==> config.mk <==
export PLATFORM = sky130hd
export DESIGN_NAME = dec_stream_loader
export DESIGN_NICKNAME = d
export VERILOG_FILES = /design/src/rtl/dec_stream_loader.sv
export SDC_FILE = /design/constraint.sdc
export NUM_CORES = 1
export LEC_CHECK = 0
export CAP_MARGIN = 5
export CORE_ASPECT_RATIO = 1.25
export CORE_MARGIN = 2
export CORE_UTILIZATION = 52
export CTS_BUF_LIST = sky130_fd_sc_hd__clkbuf_4 sky130_fd_sc_hd__clkbuf_8
export DETAILED_ROUTE_END_ITERATION = 8
export HOLD_SLACK_MARGIN = 0.06
export PLACE_DENSITY = 0.81
export SYNTH_ARGS = -nofsm -noshare
export SYNTH_HDL_FRONTEND = slang
export SYNTH_SLANG_ARGS = --single-unit
==> constraint.sdc <==
create_clock -name clk -period 2.7 [get_ports clk]
set_input_delay 0.27 -clock clk [delete_from_list [all_inputs] [get_ports clk]]
set_output_delay 0.27 -clock clk [all_outputs]
set_load 0.02 [all_outputs]
==> src/rtl/dec_stream_loader.sv <==
// rtl/dec_stream_loader.sv - byte-serial loader/unloader around the combinational decryption core
//
// Collects a 16-byte ciphertext block, presents it with the select word to the
// core, holds it for SETTLE_CYCLES, captures the plaintext and streams it out.
//
// Parameters:
//    SETTLE_CYCLES  cycles core inputs are held before plaintext capture (1..15)
// Ports:
//    clk, rst_n          clock, asynchronous active-low reset
//    flush               synchronous abort back to FILL
//    key_data, key_we    select word and its write strobe
//    in_data/valid/ready ciphertext byte stream
//    core_ct, core_sel   assembled state and select word to the core
//    core_pt             plaintext from the core
//    out_data/valid/ready/last  plaintext byte stream, last on byte 15
//    blk_cnt             completed-block counter (only with DEC_LOADER_BLKCNT_EN)
//
// Optional feature macro: DEC_LOADER_BLKCNT_EN

module dec_stream_loader #(
   parameter int SETTLE_CYCLES = 1
) (
   input  logic          clk,
   input  logic          rst_n,
   input  logic          flush,
   input  logic [7:0]    key_data,
   input  logic          key_we,
   input  logic [7:0]    in_data,
   input  logic          in_valid,
   output logic          in_ready,
   output logic [127:0]  core_ct,
   output logic [7:0]    core_sel,
   input  logic [127:0]  core_pt,
   output logic [7:0]    out_data,
   output logic          out_valid,
   input  logic          out_ready,
   output logic          out_last
`ifdef DEC_LOADER_BLKCNT_EN
   ,
   output logic [15:0]   blk_cnt
`endif
);

   localparam logic [1:0] FILL   = 2'd0;
   localparam logic [1:0] SETTLE = 2'd1;
   localparam logic [1:0] DRAIN  = 2'd2;

   localparam logic [3:0] SCNT_LAST = 4'(SETTLE_CYCLES - 1);

   logic [1:0]   state;
   logic [3:0]   icnt;
   logic [3:0]   scnt;
   logic [3:0]   ocnt;
   logic [3:0]   ocnt_nxt;
   logic [127:0] pt_buf;

   assign ocnt_nxt = ocnt + 4'd1;

   // Refusing input during flush keeps a byte offered in that cycle from
   // landing in the freshly restarted block.
   assign in_ready = (state == FILL) && !flush;

   always_ff @(posedge clk or negedge rst_n) begin
      if (!rst_n) begin
         state     <= FILL;
         icnt      <= 4'd0;
         scnt      <= 4'd0;
         ocnt      <= 4'd0;
         core_ct   <= '0;
         core_sel  <= 8'h00;
         pt_buf    <= '0;
         out_data  <= 8'h00;
         out_valid <= 1'b0;
         out_last  <= 1'b0;
`ifdef DEC_LOADER_BLKCNT_EN
         blk_cnt   <= 16'h0000;
`endif
      end else if (flush) begin
         // Key and data buffers are kept; counters restart so stale buffer
         // contents are overwritten before they can be emitted again.
         state     <= FILL;
         icnt      <= 4'd0;
         scnt      <= 4'd0;
         ocnt      <= 4'd0;
         out_valid <= 1'b0;
         out_last  <= 1'b0;
      end else begin
         case (state)
            FILL: begin
               // Key only writable before the first byte so a block never
               // sees a key change part-way through.
               if (key_we && (icnt == 4'd0)) begin
                  core_sel <= key_data;
               end
               if (in_valid) begin
                  core_ct[{icnt, 3'b000} +: 8] <= in_data;
                  icnt <= icnt + 4'd1;
                  if (icnt == 4'd15) begin
                     state <= SETTLE;
                  end
               end
            end
            SETTLE: begin
               if (scnt == SCNT_LAST) begin
                  pt_buf <= core_pt;
                  scnt   <= 4'd0;
                  state  <= DRAIN;
               end else begin
                  scnt <= scnt + 4'd1;
               end
            end
            DRAIN: begin
               // First DRAIN cycle loads the output register from the buffer;
               // afterwards each handshake advances to the next byte.
               if (!out_valid) begin
                  out_valid <= 1'b1;
                  out_data  <= pt_buf[7:0];
                  out_last  <= 1'b0;
               end else if (out_ready) begin
                  if (ocnt == 4'd15) begin
                     out_valid <= 1'b0;
                     out_last  <= 1'b0;
                     ocnt      <= 4'd0;
                     state     <= FILL;
`ifdef DEC_LOADER_BLKCNT_EN
                     blk_cnt   <= blk_cnt + 16'd1;
`endif
                  end else begin
                     ocnt     <= ocnt_nxt;
                     out_data <= pt_buf[{ocnt_nxt, 3'b000} +: 8];
                     out_last <= (ocnt_nxt == 4'd15);
                  end
               end
            end
            default: begin
               state <= FILL;
            end
         endcase
      end
   end

endmodule

==> results.txt, run 1 <==
Hold Crit Class: in2async
Leading registers by flop count: core_ct (128), pt_buf (128)
Fin cells: 1449
Clk root buf: clkbuf_8
Height of the die: 176.9 um
Wl on met1: 11760 um
Data arrival, critical path: 2.86 ns
Row count: 63
Required time of the critical path: 3.12 ns
Syn_area_per_cell: 15.45 um^2
Asr flop ratio synth: 100.0%
Vias: 7998
Initial antenna violation count: 0
Seq pwr: 4560 uW
Reg area: 7208 um^2
Worst-path maximum fanout: 9
Num Clock Sinks: 288
Number of global-route vias before repair: 8453
Late-Pin Clk Latency: 0.55 ns
RSZ-0062 raised after global routing: false
Vias/cell: 5.520
Crit path kind: reg2reg
FF-to-FF Start: ocnt[1]
Status: finished clean
End point of the critical path: out_data[7]
WL/cell: 20.62 um
Mux cell area share: 30.25%
Detailed placement HPWL: 21940 um
DRC: 0
Leak: 0.007948 uW
Post-Syn Area: 12440 um^2
And+or+nand+nor area frac: 5.511%
Final nets: 1281
Area grow syn2layout: 34.77%
Busiest grt layer: met2
Worst-case reg-to-reg path depth: 5
Cell family with most CP delay: XOR/XNOR gates
Final period utilization: 90.44%
1st-pass router iterations: 4
Final-layout clock buffer total: 74
Die Wd: 142.3 um
DRT iter0 DRCs: 398
Distinct lib cells: 55
Met2 Use GR: 41.87%
Met3 global-route usage: 5.141%
Peak Freq: 0.4095 GHz
Ys flops: 288
Non-clk buf share: 19.04%
Complex Gates by Area: 2.695%
Clk power: 3840 uW
Initial Util: 52.61%
Worst setup EP type: register
Port Buffer Count: 296
Critical path launch point type: register
Synthesis area per yosys: 12440 um^2
Slowest stage cell, crit path: xor2_2
Hold_buf cts: 1
Biggest area consumer among synthesized cells: dfrtp_1
Final slew viol count: 0
Nets at Floorplan: 963
Combinational gate count: 468
Main synth FF type: dfrtp_1
Area share, top type: 57.93%
Net switching power figure: 2288 uW
Synthesized instance count: 805
Comb pwr share: 11.8%
Power Combinational: 1130 uW
CTS tree: done
Most numerous logic cells after layout: clkdlybuf4s50_1 (295), dfrtp_1 (287), mux2_2 (251)
Placed cells: 1367
Register share after synthesis: 57.93%
Dominant comb cell: multiplexers
WP buf/inv: 0
Final setup fails: 0
Critical Path Stages: 5
Worst-path clk slew: 0.06 ns
Sw frac: 24.02%
Non-clock inverter count: 6
Post-CTS resize count: 0
Fill cells: 1651
Total die size: 25190 um^2
Crit path time final: 2.442 ns
TritonCTS Buffers: 45
Commonest cells post-synth: dfrtp_1 (288), mux2_2 (251), mux4_2 (32)
Gpl congestion: 0.8098
[run 1: through the flow]
stage | setup WS (ns) | power [uW] | instance area (um^2) | hold slack [ns]
6_report | 0.2581 | 9526 | 16770 | 0.2688
5_1_grt | 0.1750 | 9885 | 16770 | 0.2922
4_1_cts | 0.2628 | 9639 | 16770 | 0.2690
3_5_place_dp | 0.2772 | 5774 | 15780 | 0.2644
3_3_place_gp | 0.3305 | 5750 | 15780 | 0.2573
2_1_floorplan | 0.2339 | 5047 | 12440 | -0.02559
[run 1: cell families (layout without fill, tap and decap cells)]
group / count (synthesis) / after routing
muxes: 303 / 303
DFF: 288 / 288
and+or+nand+nor: 102 / 102
buffers and inverters: 49 / 401
AOI/OAI and AO/OA: 45 / 45
xor gates and xnor gates: 10 / 10
adders and majority gates: 8 / 8
==> run_1/m2.png <==
Cells faint in the background.
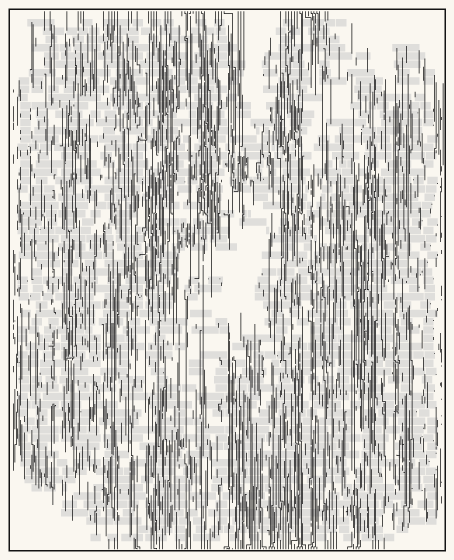
share of all routed wire = 51%
longest straight run = 66.6 um
wire length on this layer = 15300 um

==> run_1/port_trees.png <==
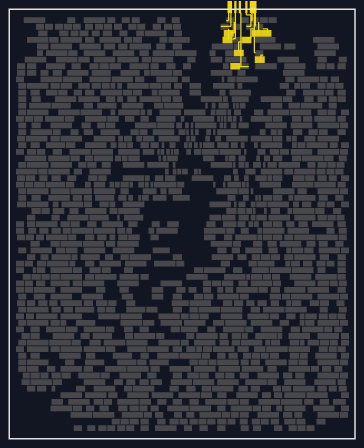
key_data -> yellow  # bits 8, direction input, end cells 8, buffers 8, wire 129 um

==> run_1/placed.png <==
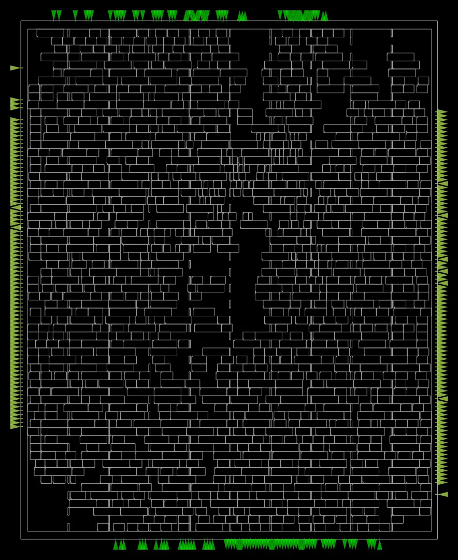
Seq/total area: 42.99%
utilization after layout: 70.90%
core box area: 23650 um^2

==> run_1/class_map.png <==
Fill, decap, tap and diode cells in grey.
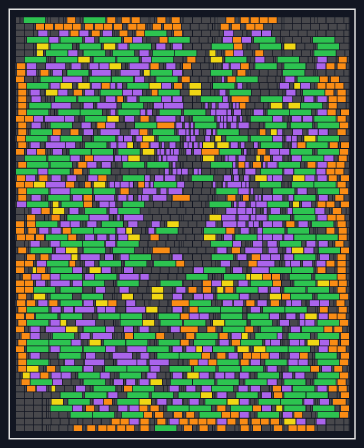
remaining buffers and delay cells -> orange  # cells 314
remaining logic cells -> purple  # cells 474
clock drivers and dummy loads -> yellow  # cells 81
registers -> green  # cells 288

--- run 2 (diff from run 1) ---
Settings changed: SLEW_MARGIN set to 20.
==> run_2/m3.png <==
Scale bar: 50 um.
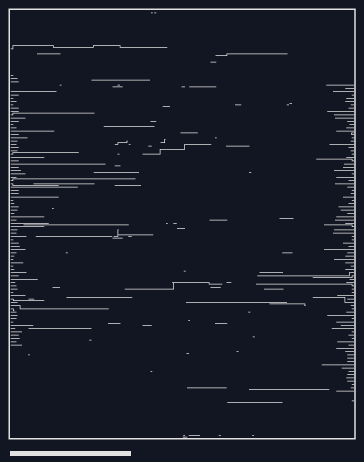
share of all routed wire = 5.9%
wire length on this layer = 1750 um

==> results.txt, run 2 <==
Status: finished clean
And+or+nand+nor area frac: 5.511% (unchanged)
Ys flops: 288 (unchanged)
Required time of the critical path: 3.12 ns (about the same)
Hold Crit Class: in2async
Dominant comb cell: multiplexers
Die Wd: 142.3 um (unchanged)
Final period utilization: 90.44% (unchanged)
Height of the die: 176.9 um (unchanged)
Port Buffer Count: 296 (unchanged)
Commonest cells post-synth: dfrtp_1 (288), mux2_2 (251), mux4_2 (32)
DRT iter0 DRCs: 398 (unchanged)
Asr flop ratio synth: 100.0% (unchanged)
Leading registers by flop count: core_ct (128), pt_buf (128)
Num Clock Sinks: 288 (unchanged)
Synthesized instance count: 805 (unchanged)
Complex Gates by Area: 2.695% (unchanged)
Core box area: 23650 um^2 (unchanged)
Clk root buf: clkbuf_8
WL/cell: 20.62 um (unchanged)
Pre-CTS WS: 0.2772 ns (unchanged)
Final Instance Area: 16770 um^2 (unchanged)
Final nets: 1281 (unchanged)
Synthesis area per yosys: 12440 um^2 (unchanged)
Fill cells: 1651 (unchanged)
Critical Path Stages: 5 (unchanged)
Vias/cell: 5.520 (unchanged)
Net switching power figure: 2288 uW (unchanged)
Late-Pin Clk Latency: 0.55 ns (about the same)
Worst setup EP type: register
Slowest stage cell, crit path: xor2_2
Reg area: 7208 um^2 (unchanged)
Worst-case reg-to-reg path depth: 5 (unchanged)
Utilization after layout: 70.90% (unchanged)
CTS tree: done
Nets at Floorplan: 963 (unchanged)
Detailed placement HPWL: 21940 um (unchanged)
Crit path time final: 2.442 ns (unchanged)
Worst setup margin: 0.2581 ns (unchanged)
WP buf/inv: 0 (unchanged)
Initial Util: 52.61% (unchanged)
Most numerous logic cells after layout: clkdlybuf4s50_1 (295), dfrtp_1 (287), mux2_2 (251)
Total die size: 25190 um^2 (unchanged)
Data arrival, critical path: 2.86 ns (about the same)
Number of global-route vias before repair: 8453 (unchanged)
Final setup fails: 0 (unchanged)
Worst-path clk slew: 0.06 ns (about the same)
End point of the critical path: out_data[7]
FF-to-FF Start: ocnt[1]
Cell family with most CP delay: XOR/XNOR gates
Vias: 7998 (unchanged)
Peak Freq: 0.4095 GHz (unchanged)
RSZ-0062 raised after global routing: false
Final slew viol count: 0 (unchanged)
Post-Syn Area: 12440 um^2 (unchanged)
1st-pass router iterations: 4 (unchanged)
Fin cells: 1449 (unchanged)
Hold_buf cts: 1 (unchanged)
Placed cells: 1367 (unchanged)
Distinct lib cells: 55 (unchanged)
Sw frac: 24.02% (unchanged)
Post-CTS resize count: 0 (unchanged)
Syn_area_per_cell: 15.45 um^2 (unchanged)
Crit path kind: reg2reg
==> run_2/port_trees.png <==
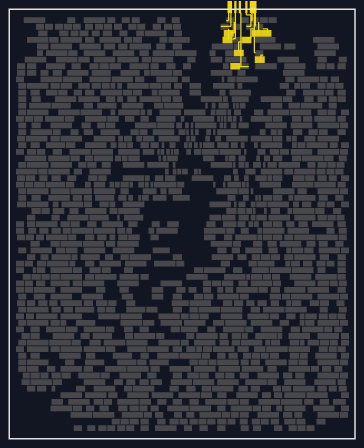
key_data -> yellow  # bits 8, direction input, end cells 8, buffers 8, wire 129 um

==> run 2: layer usage <==
layer	up-vias	GRT usage, %	part of all wire (%)
met3	64	5.141	5.9
met4	0	9.282	3.6
met1	4064	29.52	39
met2	279	41.87	51
met5	-	0	0
li1	3591	-	-
==> run 2: power by group through the flow <==
| stage | Sequential, uW | Clock, uW | Combinational (uW) |
|---|---|---|---|
| detailed placement | 4640 | 0 | 1140 |
| global placement | 4630 | 0 | 1120 |
| global route | 4570 | 4110 | 1200 |
| floorplan | 4800 | 0 | 248 |
| CTS | 4560 | 3930 | 1140 |
| finish | 4560 | 3840 | 1130 |
==> run 2: area by class of cell <==
type                    count  area share (%)
clock inverters             7          0.2612
inverters                   6          0.1343
multi-input cells         468           29.84
repair buffers            314           19.04
clock buffers              74           5.552
flip-flops and latches    288           42.99
well taps                 292           2.179
==> run_2/class_map.png <==
Fill, decap, tap and diode cells in grey.
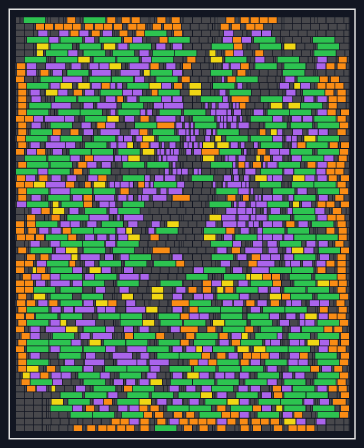

--- run 3 (diff from run 2) ---
Settings changed: CTS_CLUSTER_DIAMETER set to 30.
==> run_3/class_map.png <==
Fill, decap, tap and diode cells in grey.
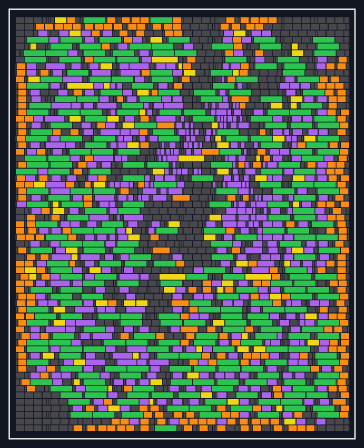
remaining logic cells -> purple  # cells 474
clock drivers and dummy loads -> yellow  # cells 84
remaining buffers and delay cells -> orange  # cells 314
registers -> green  # cells 288

==> results.txt, run 3 <==
Required time of the critical path: 3.14 ns (+0.02 ns)
Registers: 288 (unchanged)
Hold Crit Class: in2async
Met2 Use GR: 42.11% (+0.24 points)
N_taps: 292 (unchanged)
Critical Path Stages: 5 (unchanged)
Hold_buf cts: 1 (unchanged)
Core box area: 23650 um^2 (unchanged)
Final slew viol count: 0 (unchanged)
Detailed placement HPWL: 21940 um (unchanged)
Slowest stage cell, crit path: xor2_2
Data arrival, critical path: 2.86 ns (about the same)
Clock buffers and inverters, area share: 6.393% (+0.58 points)
Utilization after layout: 71.34% (+0.44 points)
Fill cells: 1621 (-1.8%)
Dominant comb cell: multiplexers
Met3 global-route usage: 5.060% (-0.081 points)
Non-clock inverter count: 6 (unchanged)
Worst setup margin: 0.2811 ns (+0.02297 ns)
Distinct lib cells: 55 (unchanged)
Late-Pin Clk Latency: 0.56 ns (about the same)
Post-CTS resize count: 0 (unchanged)
WL/cell: 20.73 um (+0.51%)
Crit path time final: 2.419 ns (-0.02297 ns)
Worst-path clk slew: 0.07 ns (about the same)
Repair and plain buffers: 314 (unchanged)
Final period utilization: 89.59% (-0.85 points)
1st-pass router iterations: 4 (unchanged)
Non-clk buf share: 18.93% (-0.12 points)
Clk root buf: clkbuf_8
Status: finished clean
CTS tree: done
FF-to-FF Start: ocnt[1]
Final setup fails: 0 (unchanged)
Height of the die: 176.9 um (unchanged)
Num Clock Sinks: 288 (unchanged)
Pre-CTS WS: 0.2772 ns (unchanged)
WP buf/inv: 0 (unchanged)
Asr flop ratio synth: 100.0% (unchanged)
Most numerous logic cells after layout: clkdlybuf4s50_1 (295), dfrtp_1 (287), mux2_2 (251)
Placed cells: 1367 (unchanged)
Final Instance Area: 16870 um^2 (+0.62%)
Cell family with most CP delay: XOR/XNOR gates
Number of global-route vias before repair: 8481 (+0.33%)
Final nets: 1282 (+0.078%)
GR Util met1: 29.70% (+0.18 points)
And+or+nand+nor area frac: 5.511% (unchanged)
Initial Util: 52.61% (unchanged)
Seq/total area: 42.73% (-0.26 points)
==> run_3/m3.png <==
Scale bar: 50 um.
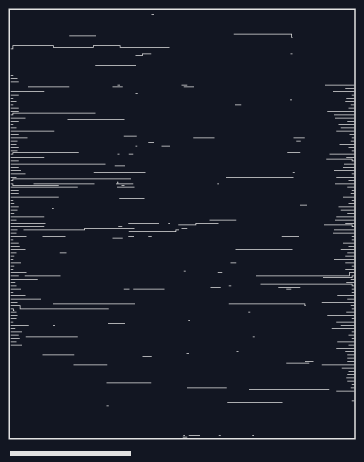
nets with wire on the layer = 212
longest straight run = 48.8 um
wire length on this layer = 1800 um
main direction = horizontal

[run 3: cell counts after synthesis]
No cell type changed its count.
[run 3: worst min-delay path by stage]
stage | startpoint | slack (ns) | cells past startpoint | endpoint
floorplan | rst_n | -0.03 | 0 | core_ct[0]
global placement | rst_n | 0.26 | 1 | core_ct[126]
detailed placement | rst_n | 0.26 | 1 | core_ct[94]
CTS | rst_n | 0.27 | 2 | core_ct[94]
global route | rst_n | 0.29 | 2 | core_ct[120]
finish | rst_n | 0.27 | 2 | core_ct[126]
[run 3: power by group]
part           switching [uW]  leakage (uW)  internal [uW]
combinational             536       0.00345            591
sequential               95.4       0.00398           4470
clock                    1700      0.000569           2580
[run 3: metal layers]
layer  wire, um  up-vias
met3       1800       72
met2      15350      294
li1           -     3592
met4       1098        0
met5          0        -
met1      11840     4091
No activity file was given, so power comes from the tool's default toggle rates.
